--- config.mk ---
export PLATFORM = sky130hd
export DESIGN_NAME = drop_door_controller
export DESIGN_NICKNAME = d
export VERILOG_FILES = /design/src/rtl/drop_door_controller.sv
export SDC_FILE = /design/constraint.sdc
export NUM_CORES = 1
export LEC_CHECK = 0
export CAP_MARGIN = 10
export CORE_ASPECT_RATIO = 0.5
export CORE_MARGIN = 10
export CORE_UTILIZATION = 40
export CTS_CLUSTER_DIAMETER = 200
export CTS_CLUSTER_SIZE = 30
export DETAILED_ROUTE_END_ITERATION = 8
export GPL_ROUTABILITY_DRIVEN = 1
export PLACE_DENSITY = 0.63
export SLEW_MARGIN = 20
export SYNTH_ARGS = -nofsm -noshare
export SYNTH_HDL_FRONTEND = slang
export SYNTH_SLANG_ARGS = --single-unit
--- constraint.sdc ---
create_clock -name clk -period 5.7 [get_ports clk]
set_input_delay 1.71 -clock clk [delete_from_list [all_inputs] [get_ports clk]]
set_output_delay 1.71 -clock clk [all_outputs]
set_load 0.02 [all_outputs]
--- src/rtl/drop_door_controller.sv ---
`default_nettype none
// ============================================================================
// Module   : drop_door_controller
// Brief    : Debounces the baggage-drop request and sequences the trap-door
//            motor through open / hold / close / cooldown with end-stop
//            supervision, a saturating drop counter and a sticky fault.
// Revision : 1.0 - initial release
// ============================================================================
module drop_door_controller #(
    parameter int ARM_CYCLES      = 4,
    parameter int HOLD_CYCLES     = 16,
    parameter int MOTION_TIMEOUT  = 64,
    parameter int COOLDOWN_CYCLES = 8,
    parameter int CNT_W           = 8
) (
    input  logic             clk,
    input  logic             rst_n,
    input  logic             drop_activated,
    input  logic             drop_en,
    input  logic             abort,
    input  logic             open_sw,
    input  logic             closed_sw,
    output logic             motor_open,
    output logic             motor_close,
    output logic [2:0]       door_state,
    output logic             busy,
    output logic             fault,
    output logic [CNT_W-1:0] drop_count
);

    typedef enum logic [2:0] {
        S_IDLE     = 3'd0,
        S_ARM      = 3'd1,
        S_OPENING  = 3'd2,
        S_OPEN     = 3'd3,
        S_CLOSING  = 3'd4,
        S_COOLDOWN = 3'd5,
        S_FAULT    = 3'd6,
        S_ILLEGAL  = 3'd7
    } state_t;

    // One shared state timer covers every timed state, so it is sized for the
    // longest of them.
    localparam int c_MAX_A   = (MOTION_TIMEOUT > HOLD_CYCLES) ? MOTION_TIMEOUT : HOLD_CYCLES;
    localparam int c_TMR_MAX = (c_MAX_A > COOLDOWN_CYCLES) ? c_MAX_A : COOLDOWN_CYCLES;
    localparam int c_TMR_W   = $clog2(c_TMR_MAX + 1);
    localparam int c_ARM_W   = $clog2(ARM_CYCLES + 1);

    // Timer value seen on the last cycle of each timed state.
    localparam logic [c_TMR_W-1:0] c_TIMEOUT_LAST = c_TMR_W'(MOTION_TIMEOUT - 1);
    localparam logic [c_TMR_W-1:0] c_HOLD_LAST    = c_TMR_W'(HOLD_CYCLES - 1);
    localparam logic [c_TMR_W-1:0] c_COOL_LAST    = c_TMR_W'(COOLDOWN_CYCLES - 1);
    localparam logic [c_ARM_W-1:0] c_ARM_LAST     = c_ARM_W'(ARM_CYCLES - 1);

    state_t               state_q, state_d;
    logic [c_TMR_W-1:0]   tmr_q, tmr_d;
    logic [c_ARM_W-1:0]   arm_cnt_q, arm_cnt_d;
    logic [CNT_W-1:0]     cnt_q;
    logic                 open_s1_q, osw_q;
    logic                 closed_s1_q, csw_q;
    logic                 motor_open_q, motor_close_q, busy_q, fault_q;
    logic [2:0]           door_state_q;

    logic                 w_req;
    logic                 w_both_sw;
    logic                 w_open_entry;

    assign w_req        = drop_activated & drop_en;
    assign w_both_sw    = osw_q & csw_q;
    assign w_open_entry = (state_d == S_OPEN) && (state_q != S_OPEN);

    assign motor_open  = motor_open_q;
    assign motor_close = motor_close_q;
    assign door_state  = door_state_q;
    assign busy        = busy_q;
    assign fault       = fault_q;
    assign drop_count  = cnt_q;

    // Next-state, arm-debounce and state-timer logic.
    always_comb begin
        state_d   = state_q;
        arm_cnt_d = arm_cnt_q;
        case (state_q)
            S_IDLE: begin
                if (w_req) begin
                    arm_cnt_d = c_ARM_W'(1);
                    state_d   = (ARM_CYCLES == 1) ? S_OPENING : S_ARM;
                end
            end
            S_ARM: begin
                if (!w_req || abort) begin
                    arm_cnt_d = '0;
                    state_d   = S_IDLE;
                end else if (arm_cnt_q == c_ARM_LAST) begin
                    arm_cnt_d = '0;
                    state_d   = S_OPENING;
                end else begin
                    arm_cnt_d = arm_cnt_q + c_ARM_W'(1);
                end
            end
            S_OPENING: begin
                // End-stops take priority over the timeout on the same edge.
                if (w_both_sw)                    state_d = S_FAULT;
                else if (abort)                   state_d = S_CLOSING;
                else if (osw_q)                   state_d = S_OPEN;
                else if (tmr_q == c_TIMEOUT_LAST) state_d = S_FAULT;
            end
            S_OPEN: begin
                if (w_both_sw)                           state_d = S_FAULT;
                else if (abort || (tmr_q == c_HOLD_LAST)) state_d = S_CLOSING;
            end
            S_CLOSING: begin
                // Abort is meaningless here: the door is already closing.
                if (w_both_sw)                    state_d = S_FAULT;
                else if (csw_q)                   state_d = S_COOLDOWN;
                else if (tmr_q == c_TIMEOUT_LAST) state_d = S_FAULT;
            end
            S_COOLDOWN: begin
                if (tmr_q == c_COOL_LAST) state_d = S_IDLE;
            end
            S_FAULT: state_d = S_FAULT;
            default: state_d = S_FAULT;
        endcase

        if (state_d != state_q) begin
            tmr_d = '0;
        end else if ((state_q == S_OPENING) || (state_q == S_OPEN) ||
                     (state_q == S_CLOSING) || (state_q == S_COOLDOWN)) begin
            tmr_d = tmr_q + c_TMR_W'(1);
        end else begin
            tmr_d = '0;
        end
    end

    // State, counters, end-stop synchronizers and registered Moore outputs.
    always_ff @(posedge clk or negedge rst_n) begin
        if (!rst_n) begin
            open_s1_q     <= 1'b0;
            osw_q         <= 1'b0;
            closed_s1_q   <= 1'b0;
            csw_q         <= 1'b0;
            state_q       <= S_IDLE;
            tmr_q         <= '0;
            arm_cnt_q     <= '0;
            cnt_q         <= '0;
            motor_open_q  <= 1'b0;
            motor_close_q <= 1'b0;
            door_state_q  <= 3'd0;
            busy_q        <= 1'b0;
            fault_q       <= 1'b0;
        end else begin
            open_s1_q     <= open_sw;
            osw_q         <= open_s1_q;
            closed_s1_q   <= closed_sw;
            csw_q         <= closed_s1_q;
            state_q       <= state_d;
            tmr_q         <= tmr_d;
            arm_cnt_q     <= arm_cnt_d;
            if (w_open_entry && (cnt_q != {CNT_W{1'b1}})) begin
                cnt_q <= cnt_q + CNT_W'(1);
            end
            // Outputs are decoded from the next state so they line up with state_q.
            motor_open_q  <= (state_d == S_OPENING);
            motor_close_q <= (state_d == S_CLOSING);
            door_state_q  <= state_d;
            busy_q        <= (state_d != S_IDLE);
            fault_q       <= (state_d == S_FAULT);
        end
    end

endmodule
`default_nettype wire

Figure 1. Sizing map (run 1).
(6 px per um)
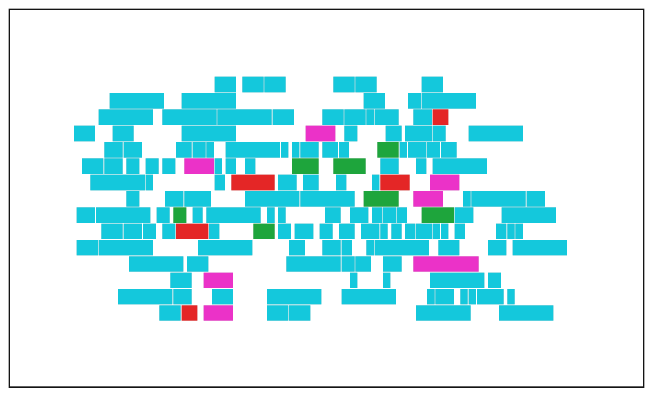
Key: _2 cells = green [cells 7]; _6 and larger = magenta [cells 7, most used clkbuf_8]; _0 and _1 cells = cyan [cells 141, most used dfrtp_1]; _3 and _4 cells = red [cells 5]

Figure 2. Met3 routing (run 1).
(3 px per um)
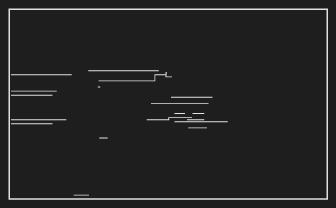
14 nets have wire on it. The wires run mostly horizontal. The layer carries 223 um of wire. The layer holds 7.0% of the routed length. The longest straight run is 23.2 um.

==> metrics.cfg, run 1 <==
[run_status]
outcome = finished clean

[layout]
final-comb-area_um2 = 712
largestClassByArea = registers
nFillCells = 312

[setup_path]
r2r-end = tmr_q[3]
cp_top_family = simple AND/OR/NAND/NOR gates
worstPathRequired_ns = 5.87

[timing]
rsz0062_at_grt = false
hold_violations = 0
max_clock_freq_mhz = 269
holdWs_ns = 0.361

[clock_tree]
clkTransAtPathRegs_ns = 0.07
cts_buffers = 5
cts_sinks = 29

[synth]
yosys.area_share.simple_pct = 24.9
yosys.area.top_type = dfrtp_1
ff_type = dfrtp_1
synth.avg_cell_area_um2 = 10.9
syn_inst = 134

[global_route]
grt_pass1_wl_mm = 5.42

[power_and_ir_drop]
p_leak_nw = 0.742

[run]
warning_count = 26
drv_cap = 0

[drt]
routedWlPerCell_um = 15.1
detail_route.iter0.violations = 44
drtAntennaViolNets = 0

[floorplanning]
die_area_um2 = 6620

Figure 3. Logic cells by family (run 1).
(6 px per um)
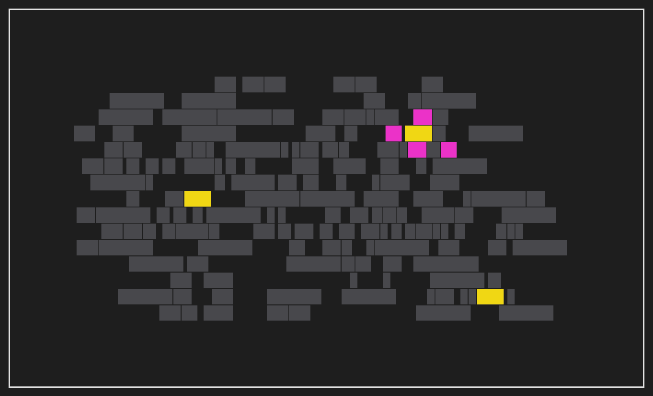
Key: fa/ha/maj cells = yellow [cells 3, most used ha_1]; non-inverting ao/oa cells = magenta [cells 4]

==> run 1 -> run 2 <==
==> constraint.sdc (replaced) <==
create_clock -name clk -period 3.8 [get_ports clk]
set_input_delay 1.14 -clock clk [delete_from_list [all_inputs] [get_ports clk]]
set_output_delay 1.14 -clock clk [all_outputs]
set_load 0.02 [all_outputs]
==> run 2 against run 1 <==
  * Die area did not move
  * Area after synthesis did not move
  * Sequential cell count did not move
  * Highest routed layer unchanged
  * Critical path type unchanged
==> metrics.cfg, run 2 <==
[power_and_ir_drop]
p_leak_nw = 0.742
p_per_area_nw_per_um2 = 630

[timing]
period_needed_ns = 3.16
hold_violations = 0
skew_ns = 0.00777
rsz0062_at_grt = false
holdWs_ns = 0.356
max_clock_freq_mhz = 316

[setup_path]
cp_top_family = simple AND/OR/NAND/NOR gates
timing.rr.start = tmr_q[0]
worstPathRequired_ns = 3.97
r2r-end = tmr_q[6]
crit_buf_inv = 1
critPathLaunchType = input pin

[global_route]
grt_max_degree = 30
grt_pass1_wl_mm = 5.58

[run_status]
outcome = finished clean

[hold_path]
hold_end = osw_q

[run]
warning_count = 26
drv_cap = 0

[synth]
yosys.area.top_type = dfrtp_1
synth.avg_cell_area_um2 = 10.9
yosys.area_share.simple_pct = 24.9
syn_inst = 134
topCellsByArea = dfrtp_1, xnor2_1, nor2_1, ha_1, nand4_1

[clock_tree]
clkTransAtPathRegs_ns = 0.07

[floorplanning]
fp.dieH_um = 62.7
io_pins = 22
die_area_um2 = 6620

[placement]
routabilityCongestion = 0.825

[layout]
final-comb-area_um2 = 712
sh_seq_area_pct = 39.3
largestClassByArea = registers

[drt]
drtAntennaViolNets = 0

Figure 4. Logic cells by family (run 2).
(6 px per um)
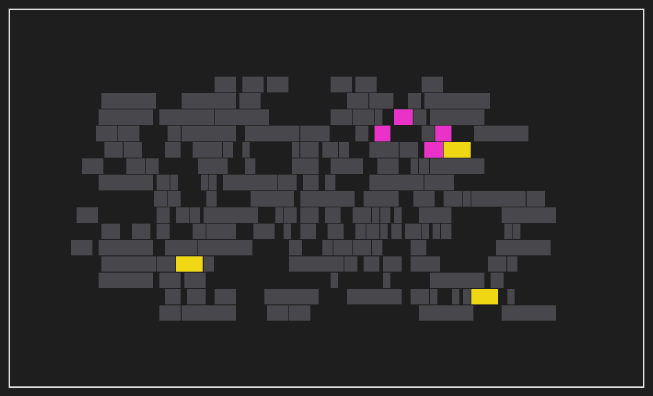
Key: non-inverting ao/oa cells = magenta [cells 4]; fa/ha/maj cells = yellow [cells 3, most used ha_1]

Figure 5. Sizing map (run 2).
(6 px per um)
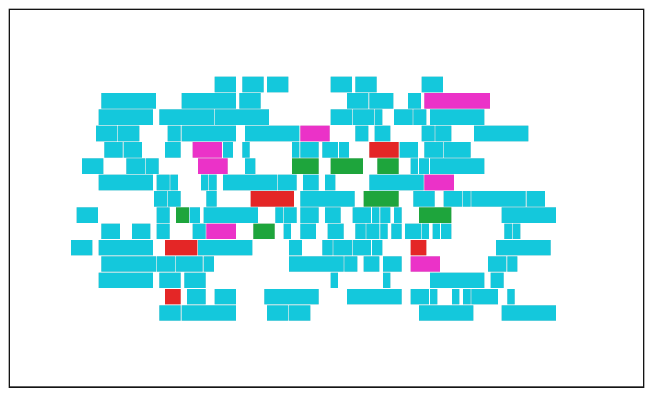
Key: _3 and _4 cells = red [cells 5]; _0 and _1 cells = cyan [cells 141, most used dfrtp_1]; _6 and larger = magenta [cells 7, most used clkbuf_8]; _2 cells = green [cells 7]

Figure 6. Met3 routing (run 2).
(3 px per um)
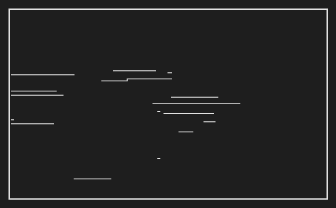
12 nets have wire on it. The wires run mostly horizontal.

